`src/rtl/mux_scan_pkg.sv`:
```
// Shared types and defaults for the mux scan sequencer.
package mux_scan_pkg;
  typedef enum logic [1:0] {IDLE, RUN, DONE} scan_state_t;
  localparam int N_CH_DEF  = 4;
  localparam int SEL_W_DEF = 2;
endpackage

```
`src/rtl/mux_scan_sequencer_if.sv`:
```
// Control/observation bundle between a scan sequencer and its user/mux.
interface mux_scan_sequencer_if
  import mux_scan_pkg::*;
#(
  parameter int N_CH  = N_CH_DEF,
  parameter int SEL_W = SEL_W_DEF,
  parameter int CNT_W = 8
);
  logic             start;
  logic             continuous;
  logic             y_in;
  logic [SEL_W-1:0] sel;
  logic             busy;
  logic [N_CH-1:0]  sample;
  logic             valid;
  logic [CNT_W-1:0] frame_cnt;

  modport master (output start, continuous, y_in,
                  input  sel, busy, sample, valid, frame_cnt);
  modport slave  (input  start, continuous, y_in,
                  output sel, busy, sample, valid, frame_cnt);
endinterface

```
`src/rtl/dwell_timer.sv`:
```
// Reloading down-counter: tc_o marks the last cycle of each DWELL-cycle window.
module dwell_timer #(
  parameter int DWELL = 4
) (
  input  logic clk,
  input  logic reset,
  input  logic clr_i,
  output logic tc_o
);
  localparam int            CW   = (DWELL > 1) ? $clog2(DWELL) : 1;
  localparam logic [CW-1:0] LOAD = CW'(DWELL - 1);

  logic [CW-1:0] cnt_q, cnt_d;

  assign tc_o = (cnt_q == '0);

  always_comb begin
    cnt_d = cnt_q - CW'(1);
    if (clr_i || tc_o) cnt_d = LOAD;
  end

  always_ff @(posedge clk or posedge reset) begin
    if (reset) cnt_q <= '0;
    else       cnt_q <= cnt_d;
  end
endmodule

```
`src/rtl/mux_scan_sequencer.sv`:
```
// Steps a mux select through every channel, captures y_in per channel and
// publishes one parallel frame word per completed scan.
module mux_scan_sequencer
  import mux_scan_pkg::*;
#(
  parameter int N_CH  = N_CH_DEF,
  parameter int SEL_W = SEL_W_DEF,
  parameter int DWELL = 4,
  parameter int CNT_W = 8
) (
  input logic                 clk,
  input logic                 reset,
  mux_scan_sequencer_if.slave bus
);
  localparam logic [SEL_W-1:0] LAST = SEL_W'(N_CH - 1);

  scan_state_t      state_q, state_d;
  logic [SEL_W-1:0] sel_q, sel_d;
  logic [N_CH-1:0]  shadow_q, shadow_d;
  logic [N_CH-1:0]  sample_q, sample_d;
  logic [CNT_W-1:0] frame_cnt_q, frame_cnt_d;
  logic             tc;

  // Timer is held loaded outside RUN so every channel gets a full window.
  dwell_timer #(.DWELL(DWELL)) u_dwell (
    .clk   (clk),
    .reset (reset),
    .clr_i (state_q != RUN),
    .tc_o  (tc)
  );

  always_comb begin
    state_d     = state_q;
    sel_d       = sel_q;
    shadow_d    = shadow_q;
    sample_d    = sample_q;
    frame_cnt_d = frame_cnt_q;
    unique case (state_q)
      IDLE: begin
        sel_d = '0;
        if (bus.start) state_d = RUN;
      end
      RUN: if (tc) begin
        shadow_d[sel_q] = bus.y_in;
        // shadow_d already carries the last channel's bit, so publish it directly
        if (sel_q == LAST) begin
          state_d  = DONE;
          sample_d = shadow_d;
        end else begin
          sel_d = sel_q + SEL_W'(1);
        end
      end
      DONE: begin
        frame_cnt_d = frame_cnt_q + CNT_W'(1);
        sel_d       = '0;
        state_d     = bus.continuous ? RUN : IDLE;
      end
      default: state_d = IDLE;
    endcase
  end

  always_ff @(posedge clk or posedge reset) begin
    if (reset) begin
      state_q     <= IDLE;
      sel_q       <= '0;
      shadow_q    <= '0;
      sample_q    <= '0;
      frame_cnt_q <= '0;
    end else begin
      state_q     <= state_d;
      sel_q       <= sel_d;
      shadow_q    <= shadow_d;
      sample_q    <= sample_d;
      frame_cnt_q <= frame_cnt_d;
    end
  end

  assign bus.sel       = sel_q;
  assign bus.busy      = (state_q != IDLE);
  assign bus.valid     = (state_q == DONE);
  assign bus.sample    = sample_q;
  assign bus.frame_cnt = frame_cnt_q;
endmodule

```
`src/flat_wrapper.sv`:
```
// flat-port wrapper written by rule: the top's interface ports become plain ports
module mux_scan_sequencer_flat import mux_scan_pkg::*;
#(
  parameter int N_CH  = N_CH_DEF,
  parameter int SEL_W = SEL_W_DEF,
  parameter int DWELL = 4,
  parameter int CNT_W = 8
)
  (clk, reset, bus_start, bus_continuous, bus_y_in, bus_sel, bus_busy, bus_sample, bus_valid, bus_frame_cnt);
  mux_scan_sequencer_if #(.N_CH(N_CH), .SEL_W(SEL_W), .CNT_W(CNT_W)) bus_i ();
  input logic clk;
  input logic reset;
  input wire logic [$bits(bus_i.start)-1:0] bus_start;
  input wire logic [$bits(bus_i.continuous)-1:0] bus_continuous;
  input wire logic [$bits(bus_i.y_in)-1:0] bus_y_in;
  output wire logic [$bits(bus_i.sel)-1:0] bus_sel;
  output wire logic [$bits(bus_i.busy)-1:0] bus_busy;
  output wire logic [$bits(bus_i.sample)-1:0] bus_sample;
  output wire logic [$bits(bus_i.valid)-1:0] bus_valid;
  output wire logic [$bits(bus_i.frame_cnt)-1:0] bus_frame_cnt;
  assign bus_i.start = bus_start;
  assign bus_i.continuous = bus_continuous;
  assign bus_i.y_in = bus_y_in;
  assign bus_sel = bus_i.sel;
  assign bus_busy = bus_i.busy;
  assign bus_sample = bus_i.sample;
  assign bus_valid = bus_i.valid;
  assign bus_frame_cnt = bus_i.frame_cnt;
  mux_scan_sequencer #(.N_CH(N_CH), .SEL_W(SEL_W), .DWELL(DWELL), .CNT_W(CNT_W)) u_core (.clk(clk), .reset(reset), .bus(bus_i));
endmodule
```
`config.mk`:
```
export PLATFORM = sky130hd
export DESIGN_NAME = mux_scan_sequencer_flat
export DESIGN_NICKNAME = d
export VERILOG_FILES = /design/src/rtl/mux_scan_pkg.sv /design/src/rtl/mux_scan_sequencer_if.sv /design/src/rtl/dwell_timer.sv /design/src/rtl/mux_scan_sequencer.sv /design/src/flat_wrapper.sv
export SDC_FILE = /design/constraint.sdc
export NUM_CORES = 1
export LEC_CHECK = 0
export ABC_CLOCK_PERIOD_IN_PS = 3200
export CAP_MARGIN = 5
export CORE_MARGIN = 3
export CORE_UTILIZATION = 52
export CTS_CLUSTER_DIAMETER = 60
export DETAILED_ROUTE_END_ITERATION = 10
export GPL_TIMING_DRIVEN = 0
export PLACE_DENSITY_LB_ADDON = 0.08
export SLEW_MARGIN = 20
export SYNTH_ARGS = -nofsm -noshare
export SYNTH_HDL_FRONTEND = slang
export SYNTH_SLANG_ARGS = --single-unit
```
`constraint.sdc`:
```
create_clock -name clk -period 3.2 [get_ports clk]
set_input_delay 0.8 -clock clk [delete_from_list [all_inputs] [get_ports clk]]
set_output_delay 0.8 -clock clk [all_outputs]
set_load 0.005 [all_outputs]
```
Fig. 1: run 1, routed metal per tile
(8 px per µm) The die is cut into 10 by 10 equal tiles; black is low, pale yellow is high, scaled to the fullest tile. Values are wire area over tile area, all layers added.
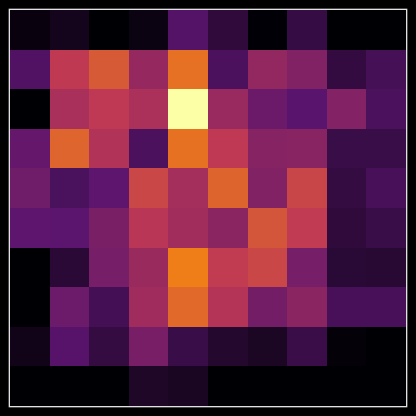
- nearly empty tiles: 17%
- tiles over half the peak: 17%
- densest ninth of the die: middle
Vias: 646
GRT Total Usage: 0.1518
DR WL/cell: 11.83 µm

Fig. 2: run 1, sequential cells grouped by signal name
(8 px per µm) Other sequential cells in the stronger grey, the rest of the logic in the fainter grey.
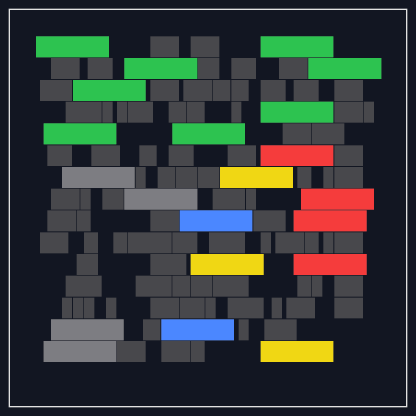
- u_core.bus.frame_cnt: green (sequential cells 8)
- u_core.shadow_q: yellow (sequential cells 3)
- u_core.bus.sel: blue (sequential cells 2)
- u_core.bus.sample: red (sequential cells 4; where right middle)
- not coloured: 4
storage element area: 525.5 µm²
Final Util: 0.7043
sequential cell area share: 0.4230
total sequential power: 0.389 mW

Fig. 3: run 1, cell sizes after repair
(10 px per µm)
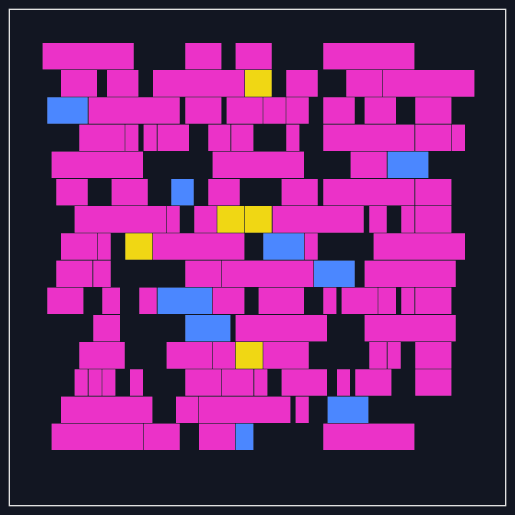
- x1 and smaller: magenta (cells 93; share 87%; most used dfrtp_1)
- x3 and x4: yellow (cells 5; share 4.7%; most used clkbuf_4)
- x2: blue (cells 9; share 8.4%; most used mux2_2)
Finished Cell Area: 1242 µm²
Layout area overhead: 26.34%
Non-clock buffers: 22
Final WS setup: 0.7920 ns

==> results.toml, run 1 <==
# implementation run metrics
[cts]
worst_skew_pair.late_latency_ns = 0.30
cts_tree = "done"
cts_buffers = 3
cts_htree_levels = 1
post_cts_buffers = 0
clockBufferDepth = 2
cts_resized = 0
root_buffer = "clkbuf_4"

[min_path]
min_path_cells = 1
hp-class = "flop to flop"
hp-start = "u_core.u_dwell.cnt_q[0]"
whs_endpoint = "u_core.u_dwell.cnt_q[0]"

[synthesis]
async_flop_share = 1.000
synth.area.top_cells = "dfrtp_1, ha_1, xnor2_1, mux2_2, nand2_1"
ys_types = 21
synthesis.area_um2 = 983.4
synthTopCellsByCount = "dfrtp_1, nand2_1, xnor2_1, ha_1, inv_1"
synth-area-yosys_um2 = 983.4
most_common_cell = "dfrtp_1"
yosys.area.top_type_share = 0.5344
netlist_instances = 83

[pwr]
power.density_nw_per_um2 = 688.9
finalPower_mw = 0.8559

[sta]
rsz0062_at_grt = "no"
fin_crit_sh = 0.7525
hold_viol_final = 0
fin_setup_tns_ns = 0
clock_skew_ns = 0.007224
drv_slew = 0
fmax_mhz = 415.3

[place]
pre_cts_slack_ns = 1.129
place_congestion = 0.7653
placed_cells = 128
dp_hpwl_um = 1183
port_buffers = 20

[critical_path]
path_common_cell = "buf_4"
cp_slowest_stage_delay_ns = 0.50
startpoint_type = "flop"
rr_worst_depth = 5
r2r_setup_slack_ns = 1.81

[global_routing]
grt_pass1_wl_um = 2849
grt_pass1_vias = 660
grt_max_degree = 22

[floorplan]
fp-utilization = 0.5574
rows = 15

[cells_and_area]
logic_area_um2 = 420.4
final_nets = 119
drive_gt1_frac = 0.1308
diodes = 0

[run_status]
status = "finished clean"

[route]
via_per_inst = 4.894
wl_um = 1561
drtAntennaViolNets = 0
run 1: worst max path at each step:
stage / cells after the start / slack [ns] / to / from
2_1_floorplan: 2 / 1.64 / bus_busy / u_core.state_q[0]
4_1_cts: 4 / 0.77 / bus_valid / u_core.state_q[0]
5_1_grt: 4 / 0.65 / bus_valid / u_core.state_q[0]
3_3_place_gp: 4 / 1.14 / bus_valid / u_core.state_q[0]
6_report: 4 / 0.79 / bus_valid / u_core.state_q[0]
3_5_place_dp: 4 / 1.13 / bus_valid / u_core.state_q[0]
run 1: metal layers:
layer	share of wire	track usage
met3	0.051	0.03625
met4	0.0077	0.06912
met1	0.47	0.1909
met2	0.47	0.2478
met5	0	0
run 1: final cells by class:
type                            instances  share of cell area
Clock buffer                            3             0.01813
Clock inverter                          1            0.004028
Timing Repair Buffer                   20              0.1611
Sequential cell                        21              0.4230
Buffer                                  2             0.01208
Multi-Input combinational cell         54              0.3384
Inverter                                6             0.01813
Tap cell                               25             0.02518
run 1: report_power, final:
part	internal [mW]	total, mW	switching, mW
Sequential	0.344	0.389	0.0449
Clock	0.0466	0.126	0.0798
Combinational	0.201	0.341	0.140
Total	0.591	0.856	0.265
run 1: logic make-up (layout without fill, tap and decap cells):
logic type / after synthesis / in the layout / share of synthesized area
xor gates and xnor gates: 8 / 8 / 0.07125
muxes: 9 / 9 / 0.09796
adders and majority gates: 6 / 6 / 0.07633
buffers and inverters: 8 / 32 / 0.03816
AOI/OAI and AO/OA: 5 / 5 / 0.02544
and+or+nand+nor: 26 / 26 / 0.1565
DFF: 21 / 21 / 0.5343
run 1: layout by cell type (no fill, tap or decap):
master,Yosys,layout
dfrtp_1,21,21
clkdlybuf4s50_1,0,20
nand2_1,12,12
xnor2_1,7,7
inv_1,6,6
ha_1,6,6
mux2_2,5,5
o21ai_0,5,5
mux2i_1,4,4
nand4_1,3,3
clkbuf_4,0,3
buf_4,2,2
nor2b_1,2,2
nand4b_2,1,1
and3_1,1,1
and4b_1,1,1
nor3b_2,1,1
and3b_1,1,1
nand3_1,1,1
and2_1,1,1
nor3b_1,1,1
or2_2,1,1
xor2_1,1,1
clkinv_2,0,1
run 1: state kept, by name (all words and copies together), names as in the netlist:
name and cells:
u_core.u_dwell.cnt_q 2, u_core.shadow_q 3, u_core.bus.sel 2, u_core.bus.sample 4
u_core.state_q 2, u_core.bus.frame_cnt 8
run 1: critical path, delay by kind of cell, from the launching register on:
family	cells	cell delay, ns
buf+inv	3	0.82
flops	1	0.38
simple gates	1	0.10
Fig. 4: run 1, signal wires on met3
(10 px per µm)
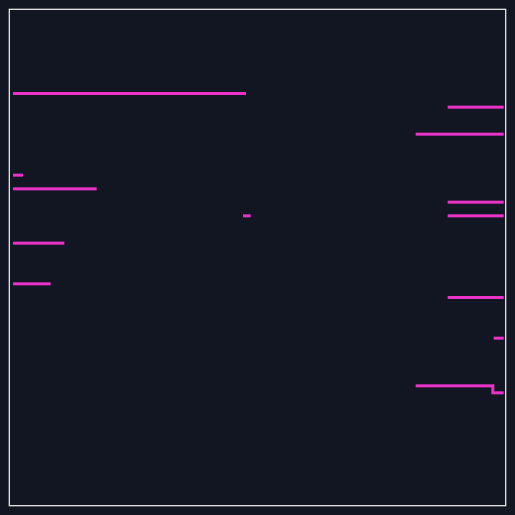

==> run 2, diff against run 1 <==
ABC_CLOCK_PERIOD_IN_PS = 2100   (was 3200)
CORE_UTILIZATION = 44   (was 52)
clock period = 2.1 ns   (was 3.2 ns; I/O delays follow)
Fig. 5: run 2, signal wires on met3
(10 px per µm)
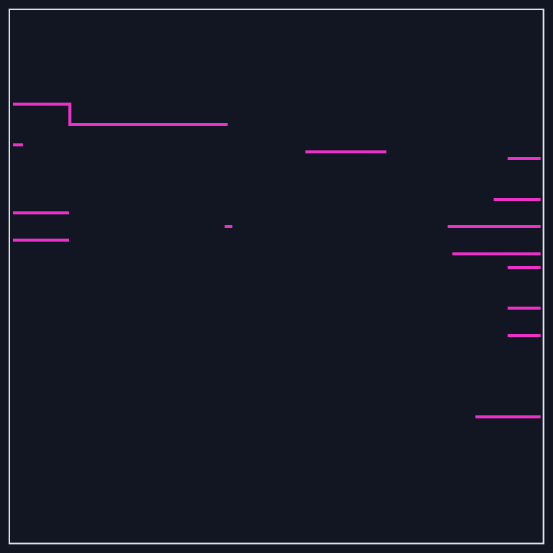
- wire length on this layer: 82.5 µm
- share of all routed wire: 5.3%
- longest straight run: 15.6 µm
WL final: 1572 µm
met3 usage: 0.02535
Vias: 629

Fig. 6: run 2, routed metal per tile
(8 px per µm) The die is cut into 11 by 11 equal tiles; black is low, pale yellow is high, scaled to the fullest tile. Values are wire area over tile area, all layers added.
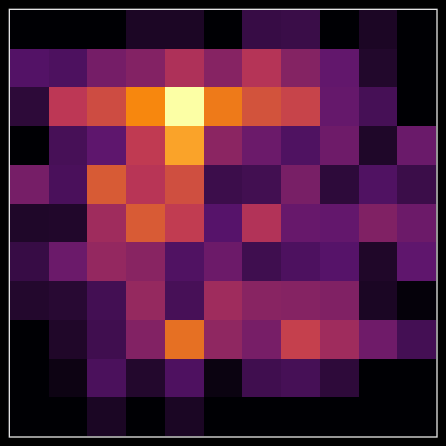
- nearly empty tiles: 19%
- emptiest ninth of the die: bottom left
- mean over tiles: 0.087
DR WL/cell: 11.64 µm
GRT Total Usage: 0.1315

==> results.toml, run 2 <==
# implementation run metrics
[run_status]
status = "finished clean"

[critical_path]
cp_top_family = "buffers and inverters"
startpoint_type = "flop"
cp_cell_sequence = "buf_4 > or2_2 > dlygate4sd2_1"
crit_type = "flop to output pin"
cp_slowest_stage_delay_ns = 0.38
arrival_ns = 1.37
worst-path-buf-inv = 2
endpoint_kind = "output pin"
critical_path.max_fanout = 10
worst_ep_required_time_ns = 1.57
slowest_stage = "dfrtp_1"

[floorplan]
die-area_um2 = 2838
dieWidth_um = 53.28
rows = 16
coreArea_um2 = 2042
die_h_um = 53.28
ioPinCount = 21
fp-utilization = 0.4816

[cts]
cts_htree_levels = 1
worst_skew_pair.late_latency_ns = 0.30
cts.sinks = 21
cts_tree = "done"
clockBufferDepth = 2
postCtsHoldBufs = 0
root_buffer = "clkbuf_4"
clk_pin_slew_ns = 0.13
cts_buffers = 3

[cells_and_area]
layout_top_cells = "dfrtp_1, clkdlybuf4s50_1, nand2_1"
drive_gt1_frac = 0.1389
mostFrequentLayoutCell = "dfrtp_1"
final_nets = 120
largest_register_ffs = 8
diodes = 0
instances_no_fill = 135

[place]
placed_cells = 130
place_congestion = 0.7058
dp_hpwl_um = 1151
port_buffers = 20

[route]
dr.first_iter.drc_count = 3
route.detailed.drc = 0
drtAntennaViolNets = 0
dr.pass1.iters = 4
via_per_inst = 4.659

[sta]
setup_viol_count_final = 0
hold_viol_final = 0
rsz0062_at_grt = "no"
tightest_slew_ns = 0.8048
drv_slew = 0
fin_crit_sh = 0.9037
slew_headroom = 0.4629
holdWs_ns = 0.4404
period_minus_slack_ns = 1.898
fin_setup_tns_ns = 0
fmax_mhz = 526.9
clock_skew_ns = 0.01295

[synthesis]
netlist_instances = 83
ys.warnings.count = 0
edf_count = 0
synth-area-yosys_um2 = 983.4
avgSynthCellArea_um2 = 11.85
ys_types = 21
top_area_cell = "dfrtp_1"
synth_stat.cells = 83
flop_cell = "dfrtp_1"
async_flop_share = 1.000
synthTopCellsByCount = "dfrtp_1, nand2_1, xnor2_1, ha_1, inv_1"
syn-num-nets = 94
synth.area.top_cells = "dfrtp_1, ha_1, xnor2_1, mux2_2, nand2_1"
yosys.area.top_type_share = 0.5344
ys.flops = 21
synthesis.area_um2 = 983.4
most_common_cell = "dfrtp_1"
yosysSeqAreaShare = 0.5344

[min_path]
hp-class = "flop to flop"

[global_routing]
grt_overflow = 0
antenna_found_initial = 0
grt_pass1_wl_um = 2663
grt_max_degree = 22
grt_pass1_vias = 608

[pwr]
ir_drop_v = 0.0007363
power.density_nw_per_um2 = 1035
leakagePower_nw = 0.6085

[job]
tool_warnings = 29
maxCapViolCount = 0
Fig. 7: run 2, cell sizes after repair
(10 px per µm)
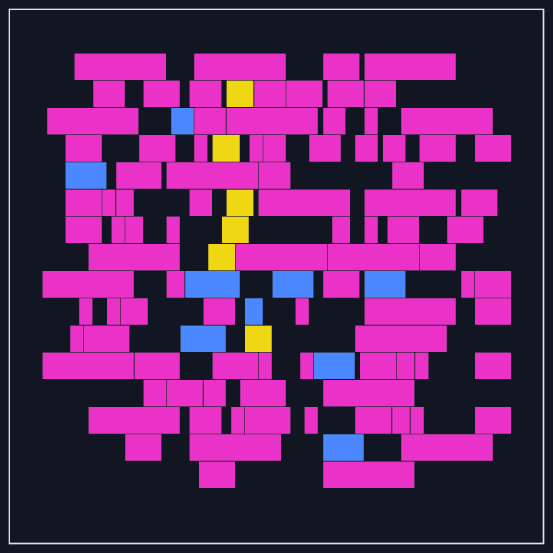
- x1 and smaller: magenta (cells 93; share 86%; most used dfrtp_1)
- x2: blue (cells 9; share 8.3%; most used mux2_2)
- x3 and x4: yellow (cells 6; share 5.6%)
Finished Cell Area: 1250 µm²
Final WS setup: 0.2022 ns
Layout area overhead: 27.10%
Non-clock buffers: 23

[run 2: final cells by class]
cell class	instances	area (µm²)
fillers	198	792.0
flip-flops and latches	21	525.5
multi-input cells	54	420.4
repair buffers	21	205.2
well taps	27	33.78
clock buffers	3	22.52
inverters	6	22.52
plain buffers	2	15.01
clock inverters	1	5.005
[run 2: per-stage QoR]
step / setup slack (ns) / area (µm²) / utilization / power (mW)
floorplan: 0.8041 / 983.4 / - / 0.9188
global placement: 0.3107 / 1217 / 0.5962 / 1.112
detailed placement: 0.3036 / 1217 / 0.5962 / 1.125
CTS: 0.1810 / 1250 / 0.6121 / 1.323
global route: 0.1389 / 1250 / 0.6121 / 1.409
finish: 0.2022 / 1250 / 0.6121 / 1.294
[run 2: what timing repair did]
item,in CTS,in global routing
setup endpoints to repair,2,0
buffers inserted,1,0
gates resized,2,0
[run 2: cell families (layout without fill, tap and decap cells)]
family,Yosys count,count (layout),share of synthesized area
buffers and inverters,8,33,0.03816
multiplexers,9,9,0.09796
AND-OR/OR-AND,5,5,0.02544
XOR/XNOR,8,8,0.07125
adder cells (fa/ha/maj),6,6,0.07633
flip-flops,21,21,0.5343
AND/OR/NAND/NOR,26,26,0.1565
[run 2: final timing paths]
kind / startpoint / to / slack (ns) / cells after the start
max: u_core.state_q[0] / bus_busy / 0.20 / 3
min: u_core.u_dwell.cnt_q[0] / u_core.u_dwell.cnt_q[0] / 0.44 / 1
max reg2reg: u_core.u_dwell.cnt_q[0] / u_core.shadow_q[2] / 0.73 / 5
min reg2reg: u_core.u_dwell.cnt_q[0] / u_core.u_dwell.cnt_q[0] / 0.44 / 1
max in group asynchronous: reset / u_core.bus.sample[1] / 0.93 / 2
min in group asynchronous: reset / u_core.bus.sample[0] / 0.66 / 2
[run 2: layer usage]
metal  track usage  vias to the layer above  wire length (µm)
met2        0.1959                       15               659
met1        0.1756                      286               820
met4       0.07660                        0                10
met5             0                        -                 0
met3       0.02535                        2                82
li1              -                      326                 -
[run 2: power breakdown]
group / internal, mW / switching [mW]
registers: 0.524 / 0.0685
clock network: 0.0710 / 0.124
logic: 0.299 / 0.207
[run 2: worst reg2reg max path: cells and delay by family (launching register included)]
family | cells | cell delay [ns]
DFF | 1 | 0.36
muxes | 1 | 0.32
and+or+nand+nor | 2 | 0.31
adders and majority gates | 1 | 0.24
buffers and inverters | 1 | 0.04
Fig. 8: run 2, clock wiring as the flow saved it
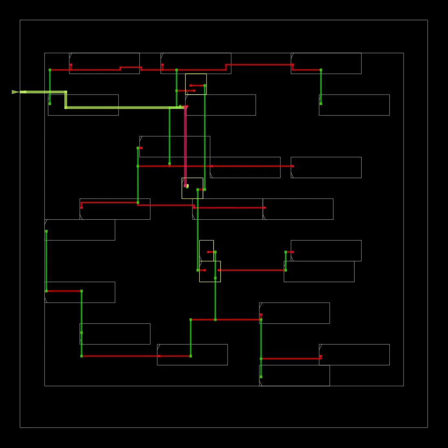

==> run 3, diff against run 2 <==
ABC_AREA = 1   (was unset)
CORE_MARGIN = 4   (was 3)
MAX_ROUTING_LAYER = met4   (was unset)
Fig. 9: run 3, clock wiring as the flow saved it
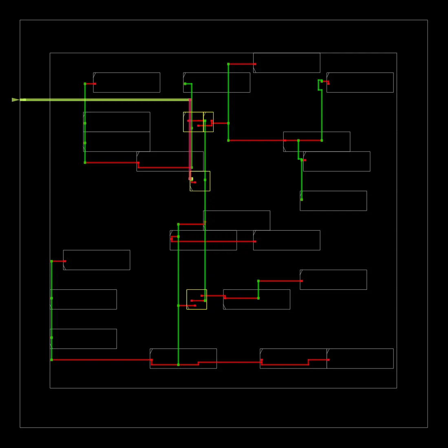
clk_skew: 0.004379 ns
P_clk: 0.192 mW
CTS sink count: 21
registers: 21

Fig. 10: run 3, signal wires on met3
(8 px per µm)
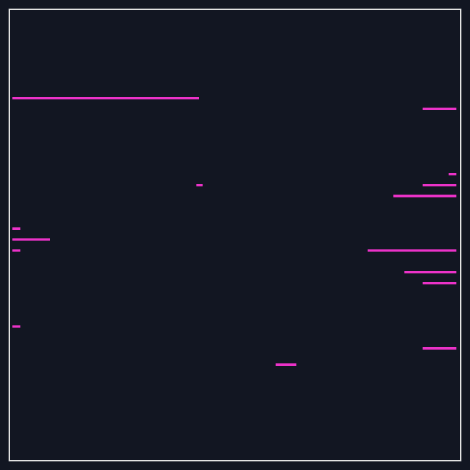
- share of all routed wire: 4.1%
- nets with wire on the layer: 14
Vias: 795
WL final: 1798 µm
met3 usage: 0.02552

Fig. 11: run 3, cell sizes after repair
(8 px per µm)
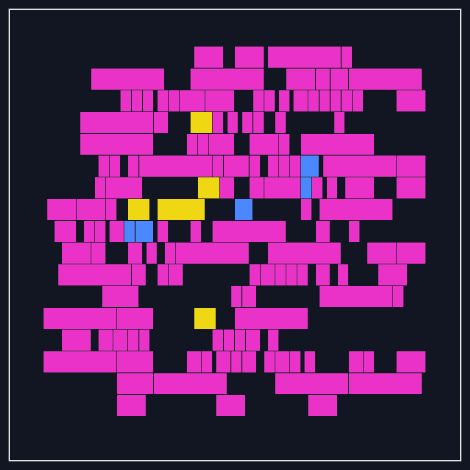
- x3 and x4: yellow (cells 5; share 3.4%; most used clkbuf_4)
- x1 and smaller: magenta (cells 137; share 93%; most used nand2_1)
- x2: blue (cells 5; share 3.4%)
Finished Cell Area: 1295 µm²
Non-clock buffers: 21
Layout area overhead: 26.53%
Final WS setup: 0.1170 ns

==> results.toml, run 3 <==
# implementation run metrics
[critical_path]
timing.rr.end = "u_core.bus.sample[2]"
cp_slowest_stage_delay_ns = 0.50
rr_worst_depth = 6
endpoint_kind = "output pin"

[cells_and_area]
drive_gt1_frac = 0.06803
layout_top_cells = "nand2_1, inv_1, dfrtp_1"
mostFrequentLayoutCell = "nand2_1"

[synthesis]
synthTopCellsByCount = "nand2_1, inv_1, dfrtp_1, o21ai_0"
ys.warnings.count = 0
flop_cell = "dfrtp_1"
avgSynthCellArea_um2 = 8.389
most_common_cell = "nand2_1"
edf_count = 0
syn-num-nets = 133
synth.area.top_cells = "dfrtp_1, nand2_1, inv_1, ha_1, o21ai_0"
synthesis.area_um2 = 1023

[min_path]
hp-start = "u_core.u_dwell.cnt_q[0]"
hp-class = "flop to flop"

[cts]
cts_tree = "done"
postCtsHoldBufs = 0
root_buffer = "clkbuf_4"
cts_buffers = 3
worst_skew_pair.late_latency_ns = 0.30
clockBufferDepth = 2

[route]
wl_per_cell_um = 10.27
route.detailed.drc = 0
dr.pass1.iters = 4

[sta]
period_minus_slack_ns = 1.983
fin_crit_sh = 0.9443
setup_viol_count_final = 0
fin_setup_tns_ns = 0
slew_headroom = 0.4710
fmax_mhz = 504.3
tightest_slew_ns = 0.7927

[global_routing]
grt_max_degree = 22
grt_pass1_wl_um = 3339
grt_pass1_vias = 805
grtUsageTotal = 0.1353

[pwr]
power.density_nw_per_um2 = 1028

[run_status]
status = "finished clean"

[job]
tool_warnings = 29
maxCapViolCount = 0

[place]
port_buffers = 20
dp_hpwl_um = 1371

[floorplan]
coreArea_um2 = 2212
die-area_um2 = 3162
dieWidth_um = 56.23
[run 3: worst max-delay path by stage]
stage,start,to,slack (ns),cells after the start
floorplan,u_core.state_q[0],bus_valid,0.88,3
global placement,u_core.state_q[0],bus_valid,0.31,4
detailed placement,u_core.state_q[0],bus_valid,0.29,4
CTS,u_core.state_q[0],bus_valid,0.01,4
global route,u_core.state_q[0],bus_valid,0.03,4
finish,u_core.state_q[0],bus_valid,0.12,4
[run 3: cells by family after synthesis]
| family | after synthesis | synth area share |
|---|---|---|
| flip-flops | 21 | 0.5134 |
| adder cells (fa/ha/maj) | 6 | 0.07335 |
| AND-OR/OR-AND | 15 | 0.07579 |
| XOR/XNOR | 3 | 0.02568 |
| AND/OR/NAND/NOR | 51 | 0.2164 |
| buffers and inverters | 26 | 0.09535 |
[run 3: worst max-delay path, delay by kind of cell (launching register included)]
kind / cells / cell delay [ns]
buffers and inverters: 3 / 0.66
DFF: 1 / 0.41
and+or+nand+nor: 1 / 0.09
[run 3: metal layers]
layer / global-route usage / part of all wire
met5: - / 0
met4: 0.06102 / 0.0056
met3: 0.02552 / 0.040
met2: 0.1970 / 0.43
met1: 0.1821 / 0.53
[run 3: where the power goes]
| part | internal, mW | leakage, nW | total, mW | switching, mW |
|---|---|---|---|---|
| combinational | 0.266 | 0.378 | 0.550 | 0.284 |
| sequential | 0.522 | 0.265 | 0.588 | 0.0664 |
| clock | 0.0739 | 0.0150 | 0.192 | 0.118 |
[run 3: area by class of cell]
type | instances | area, µm² | area share
Sequential cell | 21 | 525.5 | 0.4058
Tap cell | 28 | 35.03 | 0.02705
Multi-Input combinational cell | 75 | 402.9 | 0.3111
Clock buffer | 4 | 26.28 | 0.02029
Timing Repair Buffer | 21 | 207.7 | 0.1604
Inverter | 26 | 97.59 | 0.07536
[run 3: per-stage QoR]
| stage | total power [mW] | hold WS [ns] | utilization |
|---|---|---|---|
| global route | 1.457 | 0.4682 | 0.5854 |
| finish | 1.331 | 0.4482 | 0.5854 |
| floorplan | 0.9040 | 0.4091 | - |
| detailed placement | 1.133 | 0.4345 | 0.5690 |
| CTS | 1.344 | 0.4525 | 0.5843 |
| global placement | 1.109 | 0.4236 | 0.5690 |
[run 3: what timing repair did]
| item | CTS | global route |
|---|---|---|
| gates resized | 0 | 3 |
| cloned | 0 | 0 |
| endpoints found under the hold margin | 0 | 0 |
| pin swaps | 0 | 0 |
| setup endpoints to repair | 1 | 1 |
| buffers inserted | 1 | 0 |
Power and IR drop assume default switching activity.
